File: config.mk
export PLATFORM = sky130hd
export DESIGN_NAME = cmi_xfer_seq
export DESIGN_NICKNAME = d
export VERILOG_FILES = /design/src/rtl/cmi_xfer_seq.sv
export SDC_FILE = /design/constraint.sdc
export NUM_CORES = 1
export LEC_CHECK = 0
export CAP_MARGIN = 20
export CORE_AREA = 3 3 40 42
export CTS_BUF_LIST = sky130_fd_sc_hd__clkbuf_8 sky130_fd_sc_hd__clkbuf_16
export DETAILED_ROUTE_END_ITERATION = 8
export DIE_AREA = 0 0 43 45
export GPL_ROUTABILITY_DRIVEN = 0
export PLACE_DENSITY_LB_ADDON = 0.05
export SLEW_MARGIN = 25
export SYNTH_ARGS = -nofsm -noshare
export SYNTH_HDL_FRONTEND = slang
export SYNTH_SLANG_ARGS = --single-unit
File: constraint.sdc
create_clock -name b_clk_l -period 2 [get_ports b_clk_l]
set_clock_uncertainty 0.05 [all_clocks]
set_input_delay 0.4 -clock b_clk_l [delete_from_list [all_inputs] [get_ports b_clk_l]]
set_output_delay 0.4 -clock b_clk_l [all_outputs]
set_load 0.01 [all_outputs]
File: src/rtl/cmi_xfer_seq.sv
// CMI transfer sequencer: arbitration, command cycle, MDR data strobes and stall.
// Optional no-response timeout is enabled by defining CMI_TIMEOUT_EN.
module cmi_xfer_seq #(
  parameter int unsigned TIMEOUT = 255
) (
  input  logic       b_clk_l,
  input  logic       reset_l,
  input  logic       req_read_h,
  input  logic       req_write_h,
  input  logic       req_quad_h,
  input  logic       cmi_grant_h,
  input  logic       cmi_wait_h,
  input  logic       cmi_rd_valid_h,
  input  logic       cmi_err_h,
  output logic       cmi_req_h,
  output logic       cmi_cmd_valid_h,
  output logic       cmi_cmd_write_h,
  output logic       cmi_cmd_quad_h,
  output logic       ena_cmi_l,
  output logic       snapshot_cmi_l,
  output logic       mem_stall_h,
  output logic       xfer_done_h,
  output logic       xfer_err_h,
  output logic [1:0] err_code_h
);

  typedef enum logic [2:0] {
    S_IDLE,
    S_ARB,
    S_CMD,
    S_WDATA,
    S_RWAIT,
    S_DONE,
    S_ERR
  } state_e;

  localparam logic [1:0] CODE_BUS = 2'b01;

  if (TIMEOUT < 1 || TIMEOUT > 255) begin : g_timeout_range
    $error("cmi_xfer_seq: TIMEOUT must be within 1..255");
  end

  state_e     state_q, state_d;
  logic       dir_q, dir_d;
  logic       quad_q, quad_d;
  logic       lw_q, lw_d;
  logic [1:0] err_code_q, err_code_d;

`ifdef CMI_TIMEOUT_EN
  localparam logic [7:0] TMO_LIMIT = 8'(TIMEOUT);
  localparam logic [1:0] CODE_TMO  = 2'b10;

  logic [7:0] tmo_q, tmo_d;
  logic [7:0] tmo_inc;
  logic       tmo_hit;

  // Fault on the cycle the count would reach TIMEOUT, so exactly TIMEOUT idle cycles are spent.
  assign tmo_inc = tmo_q + 8'd1;
  assign tmo_hit = (tmo_inc == TMO_LIMIT);
`endif

  always_ff @(posedge b_clk_l) begin
    if (!reset_l) begin
      state_q    <= S_IDLE;
      dir_q      <= 1'b0;
      quad_q     <= 1'b0;
      lw_q       <= 1'b0;
      err_code_q <= '0;
`ifdef CMI_TIMEOUT_EN
      tmo_q      <= '0;
`endif
    end else begin
      state_q    <= state_d;
      dir_q      <= dir_d;
      quad_q     <= quad_d;
      lw_q       <= lw_d;
      err_code_q <= err_code_d;
`ifdef CMI_TIMEOUT_EN
      tmo_q      <= tmo_d;
`endif
    end
  end

  // Next-state logic; tmo defaults to clear so every state entry restarts the count.
  always_comb begin
    state_d    = state_q;
    dir_d      = dir_q;
    quad_d     = quad_q;
    lw_d       = lw_q;
    err_code_d = err_code_q;
`ifdef CMI_TIMEOUT_EN
    tmo_d      = '0;
`endif
    unique case (state_q)
      S_IDLE: begin
        lw_d = 1'b0;
        if (req_write_h || req_read_h) begin
          state_d = S_ARB;
          dir_d   = req_write_h;
          quad_d  = req_quad_h;
        end
      end
      S_ARB: begin
        if (cmi_grant_h) begin
          state_d = S_CMD;
        end
`ifdef CMI_TIMEOUT_EN
        else if (tmo_hit) begin
          state_d    = S_ERR;
          err_code_d = CODE_TMO;
        end else begin
          tmo_d = tmo_inc;
        end
`endif
      end
      S_CMD: begin
        if (cmi_err_h) begin
          state_d    = S_ERR;
          err_code_d = CODE_BUS;
        end else begin
          state_d = dir_q ? S_WDATA : S_RWAIT;
        end
      end
      S_WDATA: begin
        if (cmi_err_h) begin
          state_d    = S_ERR;
          err_code_d = CODE_BUS;
        end else if (!cmi_wait_h) begin
          if (lw_q == quad_q) begin
            state_d = S_DONE;
          end else begin
            lw_d = 1'b1;
          end
        end
      end
      S_RWAIT: begin
        if (cmi_err_h) begin
          state_d    = S_ERR;
          err_code_d = CODE_BUS;
        end else if (cmi_rd_valid_h) begin
          if (lw_q == quad_q) begin
            state_d = S_DONE;
          end else begin
            lw_d = 1'b1;
          end
        end
`ifdef CMI_TIMEOUT_EN
        else if (tmo_hit) begin
          state_d    = S_ERR;
          err_code_d = CODE_TMO;
        end else begin
          tmo_d = tmo_inc;
        end
`endif
      end
      S_DONE:  state_d = S_IDLE;
      S_ERR:   state_d = S_IDLE;
      default: state_d = S_IDLE;
    endcase
  end

  always_comb begin
    cmi_req_h       = (state_q == S_ARB);
    cmi_cmd_valid_h = (state_q == S_CMD);
    cmi_cmd_write_h = dir_q;
    cmi_cmd_quad_h  = quad_q;
    ena_cmi_l       = (state_q != S_WDATA);
    // A bus error in the same cycle as read data suppresses the capture.
    snapshot_cmi_l  = !((state_q == S_RWAIT) && cmi_rd_valid_h && !cmi_err_h);
    mem_stall_h     = ((state_q != S_IDLE) && (state_q != S_DONE) && (state_q != S_ERR)) ||
                      ((state_q == S_IDLE) && (req_read_h || req_write_h));
    xfer_done_h     = (state_q == S_DONE);
    xfer_err_h      = (state_q == S_ERR);
    err_code_h      = err_code_q;
  end

endmodule

Run 1, routed metal, one colour a layer:
(6 px per um) Two of the layers only.
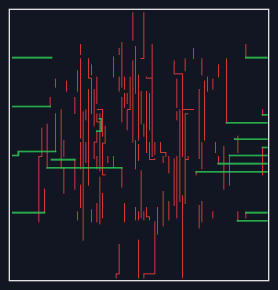
[green] M3 | wire length: 96.1 um
[red] M2 | wire length: 583 um

Run 1, cell outlines without signal wires:
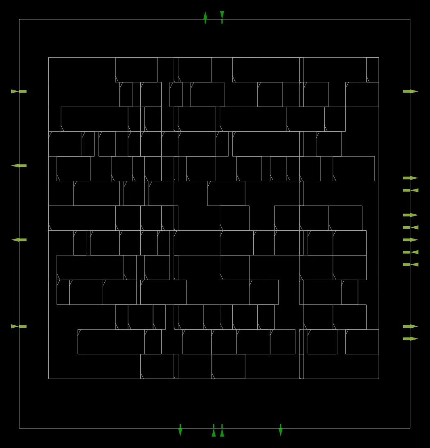
Seq area share: 17.47%
Taps Inserted: 15
core area: 1285 sq um
Final Util: 62.41%
FF+latch count: 7

Run 1, port wiring:
(6 px per um)
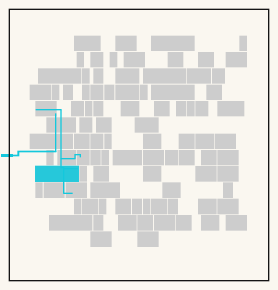
[cyan] cmi_cmd_quad_h | bits: 1 | direction: output | edge: west | end cells: 1 | buffers: 1 | wire: 40.6 um

## run 1: registers in the layout (all words and copies together), names as in the netlist
signal / flops
cmi_cmd_quad_h: 1
cmi_cmd_write_h: 1
err_code_h: 1
lw_q: 1
state_q: 3
## run 1: power by group
part           internal (mW)  switching, mW
combinational          0.376          0.346
clock                  0.133         0.0604
sequential             0.191         0.0282
total                  0.700          0.434
## run 1: worst paths after layout
kind                      start              to  depth (start not counted)
setup / recovery     state_q[1]  snapshot_cmi_l                          3
hold / removal    err_code_h[0]   err_code_h[0]                          2
setup reg to reg     state_q[1]      state_q[2]                          5
hold reg to reg   err_code_h[0]   err_code_h[0]                          2
## run 1: cells in the mapped netlist, types with 2 or more instances
cell type  instances  area (sq um)
mux2i_1            2         20.02
nand2b_1           4         25.02
dfxtp_1            7         140.1
clkbuf_1           4         15.01
and3b_1            3         26.28
a22oi_1            2         15.01
o21ai_1            2         10.01
a21oi_1            3         15.01
nand2_1            5         18.77
o221a_1            2         22.52
o21ai_0            2         10.01
nor2b_1            2         12.51
nor2_1             9         33.78
nor3_1             2         10.01
## run 1: what timing repair did
item,4_1_cts,5_1_grt
gates resized,4,3
endpoints found under the setup margin,2,3
gates cloned,0,0
## run 1: cells by family after synthesis
kind of cell	share of synthesized area, %
compound gates	23.84
xor+xnor	3.407
buf+inv	5.108
flops	27.25
mux	3.893
other cells	0.7292
simple gates	35.77
## run 1: critical path, cell delays in order, from the launching register on
cell and delay [ns]:
dfxtp_1 0.30, or3b_4 0.39, or3b_1 0.37, buf_2 0.15
## run 1: stage by stage
stage / setup WS (ns) / utilization [%]
floorplan: 0.4083 / -
global placement: -0.1336 / 59.01
detailed placement: -0.1631 / 59.01
CTS: 0.007408 / 62.51
global route: 0.03379 / 62.41
finish: 0.1109 / 62.41
==> results.json <==
{
  "status": "finished clean",
  "inv_count": 1,
  "busiest_layer": "met2",
  "cts-root-buf": "clkbuf_8",
  "cap_violations": 0,
  "yosysSeqAreaShare_pct": 27.25,
  "grt-ovfl-total": 0,
  "p_total_mw": 1.134,
  "finalSetupViolCount": 0,
  "placed_cells": 104,
  "wl_met1_um": 608,
  "grt_max_degree": 16,
  "power_density_nw_per_um2": 1414,
  "wire_per_inst_um": 12.08,
  "rsz0062_at_grt": "no",
  "dp_hpwl_um": 936.5,
  "drcViolationCount": 0,
  "cp-start-kind": "flop",
  "clockBufferCount": 3,
  "holdBufCountCts": 0,
  "io_pins": 20,
  "grt_use_met3_pct": 4.382,
  "portBuffers": 18,
  "timing.hold.ws_ns": 0.4225,
  "flop_cell": "dfxtp_1",
  "vias_per_cell": 5.009,
  "place_area_sq_um": 758.2,
  "warning_count": 26,
  "cts_sinks": 7,
  "met1_usage_pct": 17.48,
  "nets": 103,
  "logic_area_sq_um": 347.8,
  "hold_viol_final": 0,
  "lay_top_cells": "clkdlybuf4s50_1, nor2_1, buf_4, dfxtp_1, nand2_1",
  "grt_use_total_pct": 14.61,
  "dr.pass1.iters": 4,
  "comb_cells": 54,
  "clock_area_share_pct": 5.616,
  "synth_cell_types": 32,
  "rows": 13,
  "avgSynthCellArea_sq_um": 7.675,
  "tns_ns": 0,
  "antenna_cells": 0,
  "drive_gt1_share_pct": 16.13,
  "critPathKind": "flop to output port",
  "ys_cells": 67,
  "met2_length_um": 583,
  "clockBufferDepth": 2,
  "peakVddDrop_v": 0.0006431,
  "synth_area_sq_um": 514.2,
  "fin_area_sq_um": 802.0,
  "synthCells": 67,
  "grtUsageMet2_pct": 23.95,
  "max_freq_ghz": 0.5293,
  "fp_util_pct": 40.02,
  "postCtsSetupBuffers": 0,
  "dominant_cells": "multi-input combinational cells",
  "layout_top_cell": "clkdlybuf4s50_1",
  "insertion_delay_ns": 0.23,
  "yosysChipArea_sq_um": 514.2,
  "initialDrtViolationCount": 9,
  "rrSetupSlack_ns": 0.29,
  "critPathCaptureType": "output port",
  "fp.dieW_um": 43,
  "dr_total_vias": 541,
  "fillCellCount": 116,
  "synth_flops": 7,
  "cts_htree_levels": 1,
  "postSynth.asyncResetShare_pct": 0,
  "cp_max_fo": 2,
  "cp.arrival_ns": 1.44,
  "wl_um": 1305,
  "dieHeight_um": 45,
  "period_used_pct": 94.46,
  "chipArea_sq_um": 1935,
  "cts_buffers": 3,
  "hp-class": "flop to flop",
  "ant_nets": 0,
  "antenna_found_initial": 0,
  "grt_first_pass_wirelength_um": 2090,
  "met3_length_um": 96,
  "area_growth_pct": 55.96,
  "ys.warnings.count": 0,
  "bufAreaShareNonClock_pct": 30.73,
  "edf_count": 0,
  "cts_tree": "built",
  "synthesis.nets": 76,
  "signal_buffers": 27,
  "instances_no_fill": 108,
  "flop_area_sq_um": 140.1,
  "grt_pass1_vias": 476,
  "top_layer_used": "met4",
  "final_max_slew_viol_count": 0,
  "p_leak_nw": 0.3786,
  "clkTransAtPathRegs_ns": 0.04,
  "comb_area_share_pct": 43.37,
  "min_period_ns": 1.889,
  "required_ns": 1.55
}
No activity file was given, so power comes from the tool's default toggle rates.
